==> images/clock_nets.png <==
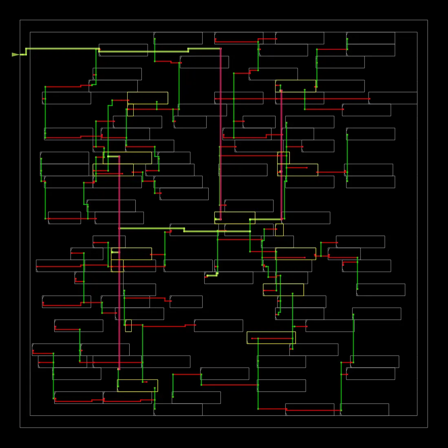
==> images/ff_map.png <==
Other sequential cells in the stronger gray, the rest of the logic in the fainter gray.
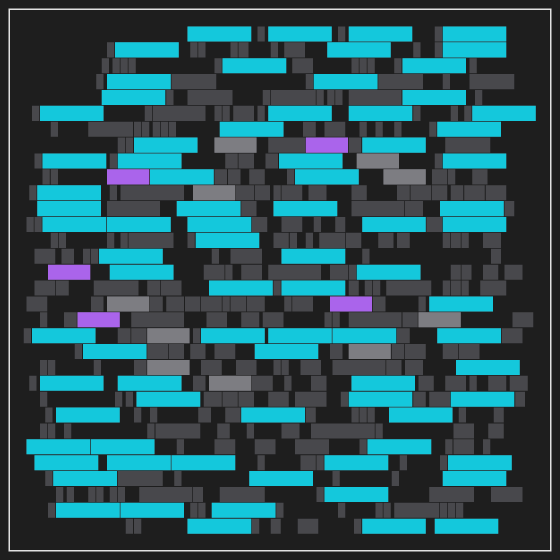
==> images/m1.png <==
Supply wires on this layer in gray.
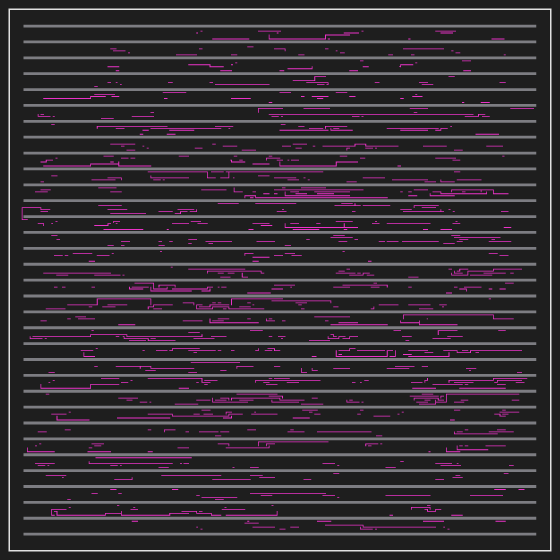
==> images/floorplan.png <==
Pins as bars on the die edge.
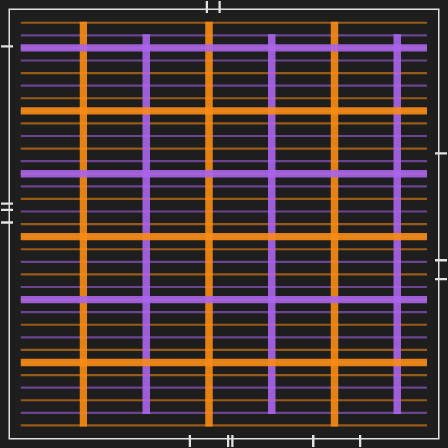
[config.mk]
export PLATFORM = sky130hd
export DESIGN_NAME = input_conditioner
export DESIGN_NICKNAME = d
export VERILOG_FILES = /design/src/rtl/input_conditioner.sv
export SDC_FILE = /design/constraint.sdc
export NUM_CORES = 1
export LEC_CHECK = 0
export ABC_AREA = 0
export CAP_MARGIN = 5
export CELL_PAD_IN_SITES_DETAIL_PLACEMENT = 0
export CELL_PAD_IN_SITES_GLOBAL_PLACEMENT = 1
export CORE_MARGIN = 2
export CORE_UTILIZATION = 47
export CTS_BUF_LIST = sky130_fd_sc_hd__clkbuf_16
export CTS_CLUSTER_SIZE = 25
export DETAILED_ROUTE_END_ITERATION = 6
export PLACE_DENSITY = 0.76
export SYNTH_ARGS = -nofsm -noshare
export SYNTH_HDL_FRONTEND = slang
export SYNTH_SLANG_ARGS = --single-unit
[constraint.sdc]
create_clock -name clk -period 1.2 [get_ports clk]
set_input_delay 0.18 -clock clk [delete_from_list [all_inputs] [get_ports clk]]
set_output_delay 0.18 -clock clk [all_outputs]
set_load 0.02 [all_outputs]
[src/rtl/input_conditioner.sv]
// Purpose: 2-flop synchronize, debounce and press-detect 3 slide switches and 2 push buttons.
// Latency: a steady raw level reaches sw_clean/btn_clean DEBOUNCE_CYCLES+1 edges after it is first sampled.
// Backpressure: none; free-running, every channel accepts a new level every cycle.
// Optional feature macro: INPUT_CONDITIONER_PRESS_EN enables the btn_press strobe (tied to 0 otherwise).
module input_conditioner #(
    parameter int DEBOUNCE_CYCLES = 16,
    parameter int CNT_W           = 16
) (
    input  logic       clk,
    input  logic       rst,
    input  logic [2:0] sw_raw,
    input  logic [1:0] btn_raw,
    output logic [2:0] sw_clean,
    output logic [1:0] btn_clean,
    output logic [1:0] btn_press
);

    localparam int NCH = 5;
    // Terminal count: the edge that sees cnt at this value commits the new level.
    localparam logic [CNT_W-1:0] CNT_MAX = CNT_W'(DEBOUNCE_CYCLES - 1);

    // Channel order: switches in [2:0], buttons in [4:3].
    logic [NCH-1:0]   raw;
    logic [NCH-1:0]   sync1;
    logic [NCH-1:0]   sync2;
    logic [NCH-1:0]   clean;
    logic [CNT_W-1:0] cnt [NCH];

    assign raw = {btn_raw, sw_raw};

    // Two-stage synchronizer for every asynchronous input.
    always_ff @(posedge clk) begin
        if (rst) begin
            sync1 <= '0;
            sync2 <= '0;
        end else begin
            sync1 <= raw;
            sync2 <= sync1;
        end
    end

    // Per-channel debounce: count consecutive disagreeing cycles, commit on terminal count,
    // and throw away any partial count as soon as the input agrees with clean again.
    always_ff @(posedge clk) begin
        if (rst) begin
            clean <= '0;
            for (int i = 0; i < NCH; i++) begin
                cnt[i] <= '0;
            end
        end else begin
            for (int i = 0; i < NCH; i++) begin
                if (sync2[i] == clean[i]) begin
                    cnt[i] <= '0;
                end else if (cnt[i] >= CNT_MAX) begin
                    clean[i] <= sync2[i];
                    cnt[i]   <= '0;
                end else begin
                    cnt[i] <= cnt[i] + CNT_W'(1);
                end
            end
        end
    end

    assign sw_clean  = clean[2:0];
    assign btn_clean = clean[4:3];

`ifdef INPUT_CONDITIONER_PRESS_EN
    logic [1:0] btn_rise;
    logic [1:0] btn_press_q;

    // A button rises exactly when its debouncer commits a 0->1 update on this edge.
    always_comb begin
        btn_rise = '0;
        for (int i = 0; i < 2; i++) begin
            btn_rise[i] = sync2[i+3] & ~clean[i+3] & (cnt[i+3] >= CNT_MAX);
        end
    end

    // Strobe register lines up with the first cycle btn_clean reads 1.
    always_ff @(posedge clk) begin
        if (rst) begin
            btn_press_q <= '0;
        end else begin
            btn_press_q <= btn_rise;
        end
    end

    assign btn_press = btn_press_q;
`else
    assign btn_press = 2'b00;
`endif

endmodule

==> summary.rpt <==
IMPLEMENTATION SUMMARY REPORT
----------------------------------------------------
[Logic synthesis]
  Largest logic family ........................ simple AND/OR/NAND/NOR gates
  Yosys synthesis warning count ........................ 0
  Netlist area before placement ........................ 0.00368 mm^2
  Total of flip-flops plus latches after synthesis ........................ 95
  Share of the yosys chip area belonging to registers ........................ 73.4%
  Main flop type after synthesis ........................ sky130_fd_sc_hd__edfxtp_1
  Dominant cell type by area after synthesis ........................ sky130_fd_sc_hd__edfxtp_1
  Post-synth EDFFs ........................ 80
  Area contributors post-synth ........................ sky130_fd_sc_hd__edfxtp_1 65%, sky130_fd_sc_hd__dfxtp_1 8.2%, sky130_fd_sc_hd__nor4_4 6.9%
  Gate count of the mapped netlist ........................ 211
  Post-synth top cells ........................ 80 x sky130_fd_sc_hd__edfxtp_1, 20 x sky130_fd_sc_hd__nor3_1, 15 x sky130_fd_sc_hd__dfxtp_1
  Adder Share, Synth ........................ 1.70%
  Simple-Gate Fraction of Synth Area ........................ 18.7%
  Synth unique cells ........................ 19
  Most common cell in the netlist ........................ sky130_fd_sc_hd__edfxtp_1
  Top area contributor share ........................ 65.2%
  XOR/XNOR Fraction of Synth Area ........................ 3.57%
  Share of synthesized registers carrying an async set or reset ........................ 0%
  Post-synthesis share of cell area spent on and-or and or-and gates ........................ 0%
  Share of cell area taken by muxes after synthesis ........................ 1.36%
  Mean area per synthesized cell ........................ 17.5 um^2
  Chip area estimate from yosys synthesis ........................ 0.00368 mm^2

[Worst setup path]
  Critical register-to-register path startpoint ........................ cnt[2][12]
  Worst EP required ........................ 1.37 ns
  Class of the most critical setup path ........................ flip-flop to flip-flop
  Slowest cell delay on critical path ........................ 0.41 ns
  Reg2reg setup slack ........................ -0.15 ns
  Number of buffer and inverter instances along the worst setup path ........................ 0
  Total stage count of the critical path ........................ 3
  Logic depth of the worst register-to-register path ........................ 3
  Worst setup path endpoint ........................ cnt[2][1]
  Cell chain of the critical path ........................ nor4_4, nand3b_1, nor3_2
  R2r endpoint ........................ cnt[2][1]
  Worst setup EP type ........................ flip-flop
  Kind of start point of the critical path ........................ flip-flop
  Cell type group with the largest total delay on the critical path ........................ simple AND/OR/NAND/NOR gates
  Start point of the critical path ........................ cnt[2][12]
  Data arrival time of the critical path ........................ 1.52 ns
  Cell with the biggest individual delay on the critical path ........................ sky130_fd_sc_hd__edfxtp_1
  Worst-path maximum fanout ........................ 4

[Pwr]
  Share of total power in the clock network ........................ 40.9%
  Maximum vdd drop ........................ 1.34 mV
  Power per unit of standard cell area ........................ 1430 mW/mm^2
  Switching fraction of total power ........................ 20.1%
  Total power of the final layout ........................ 7.20 mW
  Power Clock ........................ 2.94 mW
  Net switching power ........................ 1.45 mW
  Cell leakage power ........................ 1.95 nW
  Power attributed to combinational cells ........................ 0.285 mW
  Power group with the highest consumption ........................ sequential cells
  Sequential group share of total power ........................ 55.1%
  Internal portion of total power ........................ 5.75 mW

[Cells and area]
  #MultiIn Comb ........................ 247
  Non-clock buffer share of cell area ........................ 5.17%
  Number of inserted diodes ........................ 0
  Most frequently placed logic cell in the final layout ........................ sky130_fd_sc_hd__conb_1
  Layout Nets ........................ 403
  Top cell category ........................ sequential cells
  Area growth, synth to finish ........................ 36.7%
  Largest register FFs ........................ 80
  Final std cells w/o fill ........................ 498
  Filler cells ........................ 580
  Clock-cell share of area ........................ 6.21%
  Logic share of the area ........................ 32.0%
  Inverter tally of the final layout excluding the clock network ........................ 5
  Buffer count excluding the clock tree in the final layout ........................ 33
  Final Cell Area ........................ 0.00503 mm^2
  Area of the multi-input gates ........................ 0.00161 mm^2
  Largest register by flop count ........................ cnt
  Share of layout cells above drive strength 1 ........................ 21.0%
  Most frequently placed logic cells in the final layout ........................ 142 x sky130_fd_sc_hd__conb_1, 80 x sky130_fd_sc_hd__edfxtp_1, 22 x sky130_fd_sc_hd__buf_4

[Detailed routing]
  DRC violation count after routing ........................ 0
  Number of vias per cell ........................ 3.91
  Total length of routed met2 wires ........................ 2.77 mm
  Met1 WL ........................ 1.91 mm
  Uppermost layer routed ........................ met4
  Post-DRT Antenna Nets ........................ 0
  Wirelength, routed ........................ 4.92 mm
  Met3 wirelength from detailed routing ........................ 122 um
  Avg WL per Cell ........................ 9.87 um
  First-pass iteration count of the detailed router ........................ 4
  Number of DRC violations after detailed-routing iteration 0 ........................ 59

[Clock tree]
  Clock root buffer ........................ sky130_fd_sc_hd__clkbuf_16
  Clock tree from TritonCTS ........................ done
  Clock Sink Count ........................ 95
  Hold-fix buffers at CTS ........................ 0
  CTS buffer count ........................ 9
  # H-tree levels ........................ 3
  Number of post-CTS setup repair buffers ........................ 5
  Clock slew seen by the registers of the worst setup and hold paths ........................ 0.06 ns
  Buffers from clock root to sink, at most ........................ 2
  Post-cts resize count ........................ 22

[Global route]
  Remaining global-route overflow ........................ 0
  Overall Global Routing Usage ........................ 13.1%
  Met3 usage in global routing ........................ 2.93%
  First-pass GRT wire length ........................ 8.45 mm
  Busiest metal layer after global routing ........................ met2
  Via count of the first global-routing pass ........................ 2067
  Met2 GRT Util ........................ 23.5%
  Pin count of the biggest net entering global routing ........................ 16
  Antenna violations before repair ........................ 0

[Floorplan]
  Total I/O pin count ........................ 14
  Horizontal extent of the die ........................ 92.5 um
  Total Die Area ........................ 0.00856 mm^2
  Vertical die dimension ........................ 92.5 um
  Core area ........................ 0.00765 mm^2
  Tap cell count ........................ 102
  Init Core Util ........................ 48.2%
  Std-Cell Rows ........................ 32

[Min path]
  Hold Path Stages ........................ 2
  Start point of the worst min-delay path ........................ sw_raw[1]
  Worst Hold Class ........................ input pin to flip-flop
  Hold-critical path endpoint ........................ sync1[1]

[STA]
  RSZ-0062 raised after global routing ........................ true
  Final hold slack ........................ 0.402 ns
  Number of endpoints failing setup at the final stage ........................ 22
  Post-route worst setup slack ........................ -0.150 ns
  Time the worst path needs with I/O delays and setup ........................ 1.35 ns
  Period Utilization, post-route ........................ 112%
  Fin. max-slew vios ........................ 0
  Hold violation total from the final report ........................ 0
  Setup_tns ........................ -1.54 ns
  Maximum clock rate ........................ 741 MHz

[Place]
  Number of cells after detailed placement ........................ 474
  Number of port buffers ........................ 11
  Sum of net half-perimeters after detailed placement ........................ 3.25 mm
  Post-Place Setup Slack ........................ -0.175 ns

[Run status]
  Outcome ........................ complete, but fails checks
  Violations in the final reports ........................ setup timing

[Job]
  Max-capacitance violation count ........................ 0

----------------------------------------------------
## Picture notes: clock_nets.png
clock tree buffer count of the final layout: 9
final setup skew: 0.00617 ns
Insertion Delay late pin: 0.33 ns
total number of sequential cells: 95

## Picture notes: ff_map.png
| color | signal | flops |
|---|---|---|
| cyan | `cnt` | 80 |
| purple | `sync1` | 5 |
sequential logic power: 3.97 mW
sequential cell area share: 53.7%
utilization of the core after routing: 65.8%
Sequential cell area: 0.00270 mm^2

## Picture notes: m1.png
main direction: horizontal
wire length on this layer: 1910 um
longest straight run: 35.0 um
global routing met1 resource utilization: 14.0%
via count of the routed design: 1949

## Picture notes: floorplan.png
| color | net |
|---|---|
| purple | VDD |
| orange | VSS |
rows: 32
met5 straps: 6
met1 rails: 33
met4 straps: 6
signal pins: 14

Power and IR drop assume default switching activity.
